File: src/rtl/uart_rx_frame_fifo_pkg.sv
// Shared types and defaults for the UART receive frame buffer.
package uart_rx_pkg;

  localparam int RX_FIFO_DEPTH_DEF = 8;
  localparam int RX_DATA_W_DEF     = 8;

  typedef struct packed {
    logic                     stop_err;
    logic                     parity_err;
    logic [RX_DATA_W_DEF-1:0] data;
  } rx_entry_t;

endpackage

File: src/rtl/uart_rx_frame_fifo_if.sv
// Head-of-FIFO valid/ready read channel between the frame buffer and the host.
interface uart_rx_frame_fifo_if #(
  parameter int DATA_W = 8
) ();

  logic              rd_valid;
  logic              rd_ready;
  logic [DATA_W-1:0] rd_data;
  logic              rd_parity_err;
  logic              rd_stop_err;

  modport master (
    output rd_valid,
    output rd_data,
    output rd_parity_err,
    output rd_stop_err,
    input  rd_ready
  );

  modport slave (
    input  rd_valid,
    input  rd_data,
    input  rd_parity_err,
    input  rd_stop_err,
    output rd_ready
  );

endinterface

File: src/rtl/uart_rx_frame_fifo_mem.sv
// Register-array frame storage: one synchronous write port, one asynchronous read port.
module rx_fifo_mem
  import uart_rx_pkg::*;
#(
  parameter int DEPTH = RX_FIFO_DEPTH_DEF,
  parameter int AW    = $clog2(DEPTH)
) (
  input  logic          clk,
  input  logic          wr_en,
  input  logic [AW-1:0] wr_addr,
  input  rx_entry_t     wr_entry,
  input  logic [AW-1:0] rd_addr,
  output rx_entry_t     rd_entry
);

  rx_entry_t mem [DEPTH];

  always_ff @(posedge clk) begin
    if (wr_en) mem[wr_addr] <= wr_entry;
  end

  assign rd_entry = mem[rd_addr];

endmodule

File: src/rtl/uart_rx_frame_fifo.sv
// Captures each completed Rx frame (rx_done rising edge) with its error flags into a
// first-word-fall-through FIFO; tracks occupancy, sticky overrun and frame acknowledge.
module uart_rx_frame_fifo
  import uart_rx_pkg::*;
#(
  parameter int DEPTH  = RX_FIFO_DEPTH_DEF,
  parameter int DATA_W = RX_DATA_W_DEF
) (
  input  logic                     clk,
  input  logic                     reset,
  input  logic                     rx_done,
  input  logic [DATA_W-1:0]        data_in,
  input  logic                     parity_error_in,
  input  logic                     stop_bit_error_in,
  input  logic                     flush,
  input  logic                     clr_overrun,
  uart_rx_frame_fifo_if.master     rd_if,
  output logic                     frame_ack,
  output logic                     full,
  output logic                     empty,
  output logic [$clog2(DEPTH):0]   count,
  output logic                     overrun
);

  localparam int AW = $clog2(DEPTH);
  localparam int CW = AW + 1;

  logic          rx_done_q;
  logic          push_req;
  logic          pop;
  logic          push_acc;
  logic          drop;
  logic [AW-1:0] wr_ptr;
  logic [AW-1:0] rd_ptr;
  rx_entry_t     wr_entry;
  rx_entry_t     head;

  assign push_req = rx_done & ~rx_done_q;
  assign full     = (count == CW'(DEPTH));
  assign empty    = (count == '0);
  assign pop      = rd_if.rd_valid & rd_if.rd_ready;
  // A pop in the same cycle frees a slot, so a full FIFO still accepts the push.
  assign push_acc = push_req & ~flush & (~full | pop);
  assign drop     = push_req & ~flush & ~push_acc;

  always_comb begin
    wr_entry            = '0;
    wr_entry.stop_err   = stop_bit_error_in;
    wr_entry.parity_err = parity_error_in;
    wr_entry.data       = data_in;
  end

  rx_fifo_mem #(
    .DEPTH (DEPTH),
    .AW    (AW)
  ) u_mem (
    .clk      (clk),
    .wr_en    (push_acc),
    .wr_addr  (wr_ptr),
    .wr_entry (wr_entry),
    .rd_addr  (rd_ptr),
    .rd_entry (head)
  );

  // rx_done_q resets high so a level already asserted at reset release is not a frame.
  always_ff @(posedge clk or negedge reset) begin
    if (!reset) begin
      rx_done_q <= 1'b1;
      frame_ack <= 1'b0;
    end else begin
      rx_done_q <= rx_done;
      frame_ack <= push_req;
    end
  end

  always_ff @(posedge clk or negedge reset) begin
    if (!reset) begin
      wr_ptr <= '0;
      rd_ptr <= '0;
      count  <= '0;
    end else if (flush) begin
      wr_ptr <= '0;
      rd_ptr <= '0;
      count  <= '0;
    end else begin
      if (push_acc) wr_ptr <= wr_ptr + 1'b1;
      if (pop)      rd_ptr <= rd_ptr + 1'b1;
      count <= count + CW'(push_acc) - CW'(pop);
    end
  end

  always_ff @(posedge clk or negedge reset) begin
    if (!reset)           overrun <= 1'b0;
    else if (drop)        overrun <= 1'b1;
    else if (clr_overrun) overrun <= 1'b0;
  end

  assign rd_if.rd_valid      = ~empty;
  assign rd_if.rd_data       = head.data;
  assign rd_if.rd_parity_err = head.parity_err;
  assign rd_if.rd_stop_err   = head.stop_err;

endmodule

File: src/flat_wrapper.sv
// flat-port wrapper written by rule: the top's interface ports become plain ports
module uart_rx_frame_fifo_flat import uart_rx_pkg::*;
#(
  parameter int DEPTH  = RX_FIFO_DEPTH_DEF,
  parameter int DATA_W = RX_DATA_W_DEF
)
  (clk, reset, rx_done, data_in, parity_error_in, stop_bit_error_in, flush, clr_overrun, frame_ack, full, empty, count, overrun, rd_if_rd_valid, rd_if_rd_data, rd_if_rd_parity_err, rd_if_rd_stop_err, rd_if_rd_ready);
  uart_rx_frame_fifo_if #(.DATA_W(DATA_W)) rd_if_i ();
  input  logic clk;
  input  logic reset;
  input  logic rx_done;
  input  logic [DATA_W-1:0] data_in;
  input  logic parity_error_in;
  input  logic stop_bit_error_in;
  input  logic flush;
  input  logic clr_overrun;
  output logic frame_ack;
  output logic full;
  output logic empty;
  output logic [$clog2(DEPTH):0] count;
  output logic overrun;
  output wire logic [$bits(rd_if_i.rd_valid)-1:0] rd_if_rd_valid;
  output wire logic [$bits(rd_if_i.rd_data)-1:0] rd_if_rd_data;
  output wire logic [$bits(rd_if_i.rd_parity_err)-1:0] rd_if_rd_parity_err;
  output wire logic [$bits(rd_if_i.rd_stop_err)-1:0] rd_if_rd_stop_err;
  input wire logic [$bits(rd_if_i.rd_ready)-1:0] rd_if_rd_ready;
  assign rd_if_rd_valid = rd_if_i.rd_valid;
  assign rd_if_rd_data = rd_if_i.rd_data;
  assign rd_if_rd_parity_err = rd_if_i.rd_parity_err;
  assign rd_if_rd_stop_err = rd_if_i.rd_stop_err;
  assign rd_if_i.rd_ready = rd_if_rd_ready;
  uart_rx_frame_fifo #(.DEPTH(DEPTH), .DATA_W(DATA_W)) u_core (.clk(clk), .reset(reset), .rx_done(rx_done), .data_in(data_in), .parity_error_in(parity_error_in), .stop_bit_error_in(stop_bit_error_in), .flush(flush), .clr_overrun(clr_overrun), .rd_if(rd_if_i), .frame_ack(frame_ack), .full(full), .empty(empty), .count(count), .overrun(overrun));
endmodule
File: config.mk
export PLATFORM = sky130hd
export DESIGN_NAME = uart_rx_frame_fifo_flat
export DESIGN_NICKNAME = d
export VERILOG_FILES = /design/src/rtl/uart_rx_frame_fifo_pkg.sv /design/src/rtl/uart_rx_frame_fifo_if.sv /design/src/rtl/uart_rx_frame_fifo_mem.sv /design/src/rtl/uart_rx_frame_fifo.sv /design/src/flat_wrapper.sv
export SDC_FILE = /design/constraint.sdc
export NUM_CORES = 1
export LEC_CHECK = 0
export CORE_MARGIN = 3
export CORE_UTILIZATION = 35
export CTS_CLUSTER_DIAMETER = 80
export DETAILED_ROUTE_END_ITERATION = 12
export GPL_TIMING_DRIVEN = 0
export SETUP_SLACK_MARGIN = 0.1
export SYNTH_ARGS = -nofsm -noshare
export SYNTH_HDL_FRONTEND = slang
export SYNTH_SLANG_ARGS = --single-unit
File: constraint.sdc
create_clock -name clk -period 3.03 [get_ports clk]
set_input_delay 0.303 -clock clk [delete_from_list [all_inputs] [get_ports clk]]
set_output_delay 0.303 -clock clk [all_outputs]
set_load 0.01 [all_outputs]
==> summary.txt <==
State of the implementation.

- The share of the Yosys chip area taken by registers is 0.7056.
- After floorplanning, the core was divided into 37 placement rows.
- The die width is 111.1 um, for reference.
- The worst slack at placement is 0.2959 ns, for reference.
- The highest ir drop seen on vdd is 0.1929 mV, for reference.
- The type of the worst setup path is reg2out, for reference.
- According to the floorplan report, the total die area is 12,350 sq um.
- Of the post-synthesis cell area, the dominant cell type holds 0.6212.
- The capturing point of the worst reg2reg path is u_core.count[3], for reference.
- The detailed placer's ending HPWL is 4.788 mm, for reference.
- Entering global routing, the biggest net connects 17 pins.
- The mean cell area of the mapped netlist is 19.43 sq um, for reference.
- The number of vias in the routed layout is 1,942, for reference.
- Sorting the synthesized cells by area gives the leading types as sky130_fd_sc_hd__edfxtp_1 62%, sky130_fd_sc_hd__mux4_1 12%, sky130_fd_sc_hd__dfrtp_1 7.8%.
- The post-synthesis compound-gate area fraction is 0.02459, for reference.
- The maximum buffer depth of the clock tree is 2, for reference.
- The arrival time of data at the worst endpoint is listed as 2.50 ns.
- The first global-routing pass estimated 11.34 mm of wire.
- The switching power is 831.5 uW, for reference.
- The logs give a warning total of 27.
- The worst-path cell with the longest stage delay is sky130_fd_sc_hd__clkbuf_1, for reference.
- For this block, the routed nets add up to 7.206 mm of wire.
- The relative slew slack is 0.3734, for reference.
- The parity-gate share of the synthesized area counting xor and xnor cells is 0.002265, for reference.
- The critical path startpoint category is a flop, for reference.
- STA reports a reg2reg setup slack of 0.35 ns.
- The cell count in the Yosys report is 199, for reference.
- Looking at the clock tree report, the root buffer type is sky130_fd_sc_hd__clkbuf_8.
- The synthesized netlist has a Yosys-reported chip area of 3867 sq um.
- The floorplan report gives the top-level pin count as 35.
- The power drawn by the sequential cells is 1.48 mW, for reference.
- The total CTS buffers is 9, for reference.
- The clock tree from TritonCTS is yes, for reference.
- The clock tree synthesis step divided the H-tree into 3 levels.
- The flow ran to the end, and the final reports show no timing, DRC or antenna violations.
- Registers take 2729 sq um.
- The worst path needs 2.802 ns of the cycle, external delays included.
- The register with the most flip-flops in the layout has 80 of them.
- Post-synth the commonest register cell is sky130_fd_sc_hd__edfxtp_1.
- The highest-power group is sequential cells, for reference.
- Summed over the clock group, the power is 988 uW.
- For this run, the number of Yosys warnings is 0.
- The count of mapped cells out of synthesis is 199, for reference.
- The main logic family after synthesis is multiplexers, for reference.
- The combined buffer and inverter count along the critical path is 2, for reference.
- The final report gives the core utilization as 0.4496.
- In the layout the commonest cells are 80 x sky130_fd_sc_hd__edfxtp_1, 33 x sky130_fd_sc_hd__clkdlybuf4s50_1, 18 x sky130_fd_sc_hd__mux4_1.
- The number of nets handed over by synthesis was 224.
- The via count of the first global-routing pass is 2,003.
- The share of total power dissipated in combinational logic is 0.245.
## through the flow
step	TNS, ns	cells	hold WS, ns	power [mW]	instance area (sq um)
after floorplan	0	199	0.007409	1.985	3867
after detailed placement	0	376	0.5218	2.316	4499
final	0	392	0.3373	3.266	4746
after global placement	-38.43	368	0.5157	2.302	4368
after CTS	0	392	0.3516	3.302	4745
after global routing	0	392	0.3675	3.440	4746
## metal layers
layer / vias to the layer above / track usage / part of all wire
met1: 995 / 0.1691 / 0.47
li1: 908 / - / -
met2: 30 / 0.1893 / 0.50
met4: 0 / 0.05677 / 0.017
met3: 9 / 0.02020 / 0.022
met5: - / 0 / 0
## repair_timing
action / CTS / global route
resized: 0 / 2
hold endpoints to repair: 0 / 0
hold buffers: 0 / 0
endpoints found under the setup margin: 0 / 1
## cell type report
| cell class | count | area share |
|---|---|---|
| multi-input combinational | 85 | 0.2296 |
| clock inverter | 7 | 0.02557 |
| clock buffer | 9 | 0.02610 |
| inverter | 14 | 0.01107 |
| buffer | 7 | 0.008964 |
| sequential | 93 | 0.5750 |
| timing repair buffer | 41 | 0.08779 |
| tap | 136 | 0.03586 |
## worst max path at each step
stage / from / endpoint / slack [ns] / cells past startpoint
after CTS: u_core.rd_ptr[1] / rd_if_rd_data[6] / 0.15 / 4
final: u_core.rd_ptr[1] / rd_if_rd_stop_err / 0.23 / 4
after global placement: rd_if_rd_ready / u_core.u_mem.mem[1][4] / -0.74 / 4
after global routing: u_core.rd_ptr[0] / rd_if_rd_data[3] / 0.16 / 4
after detailed placement: rd_if_rd_ready / u_core.u_mem.mem[7][4] / 0.30 / 5
after floorplan: u_core.count[2] / u_core.count[3] / 0.38 / 11
Fig. 1: gate families picked out
The bar under the picture is 20 um long.
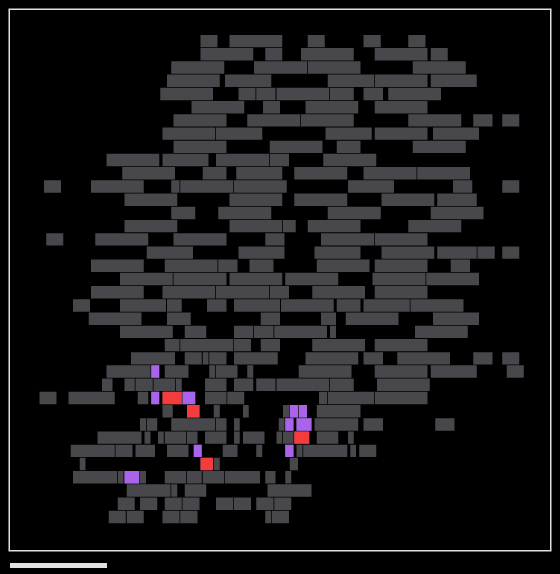
[red] non-inverting ao/oa cells | cells: 4
[purple] aoi and oai cells | cells: 10 | where: bottom center

Fig. 2: sequential cells grouped by signal name
The bar under the picture is 20 um long. Other sequential cells in the stronger gray, the rest of the logic in the fainter gray.
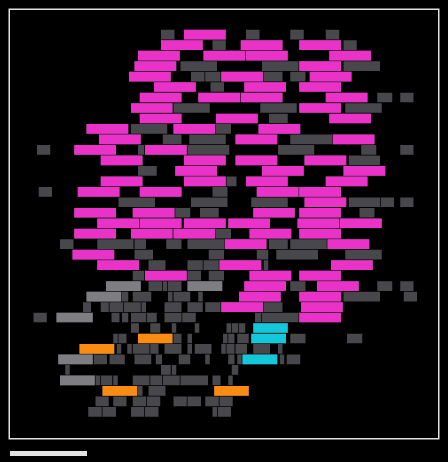
[orange] `u_core.count` | placed flops: 4
[cyan] `u_core.rd_ptr` | placed flops: 3
[magenta] `u_core.u_mem.mem` | placed flops: 80
not colored: 6

Fig. 3: clock nets
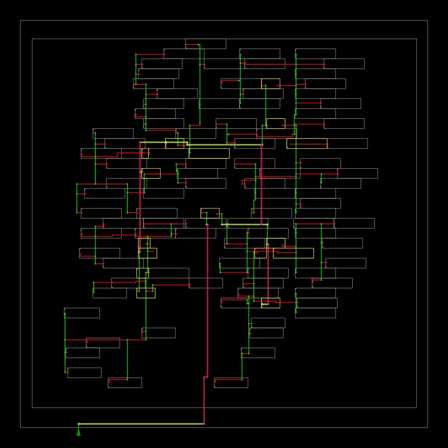
clock buffer count: 9
Setup Skew: 0.007550 ns

Fig. 4: routed metal, one color a layer
Only two layers are drawn.
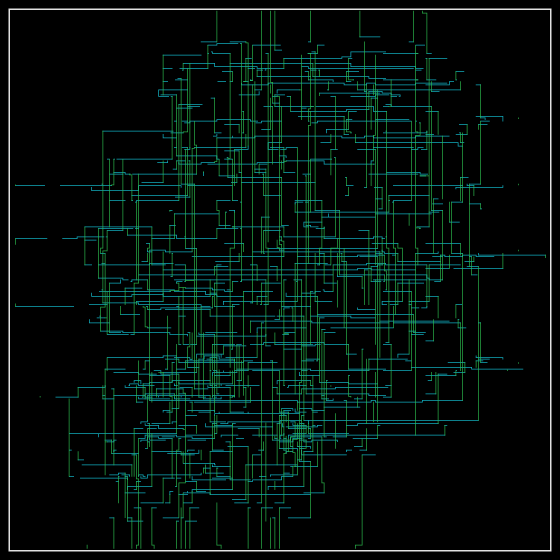
[cyan] M1 | wire length: 3,350 um
[green] M2 | wire length: 3,570 um

No activity file was given, so power comes from the tool's default toggle rates.
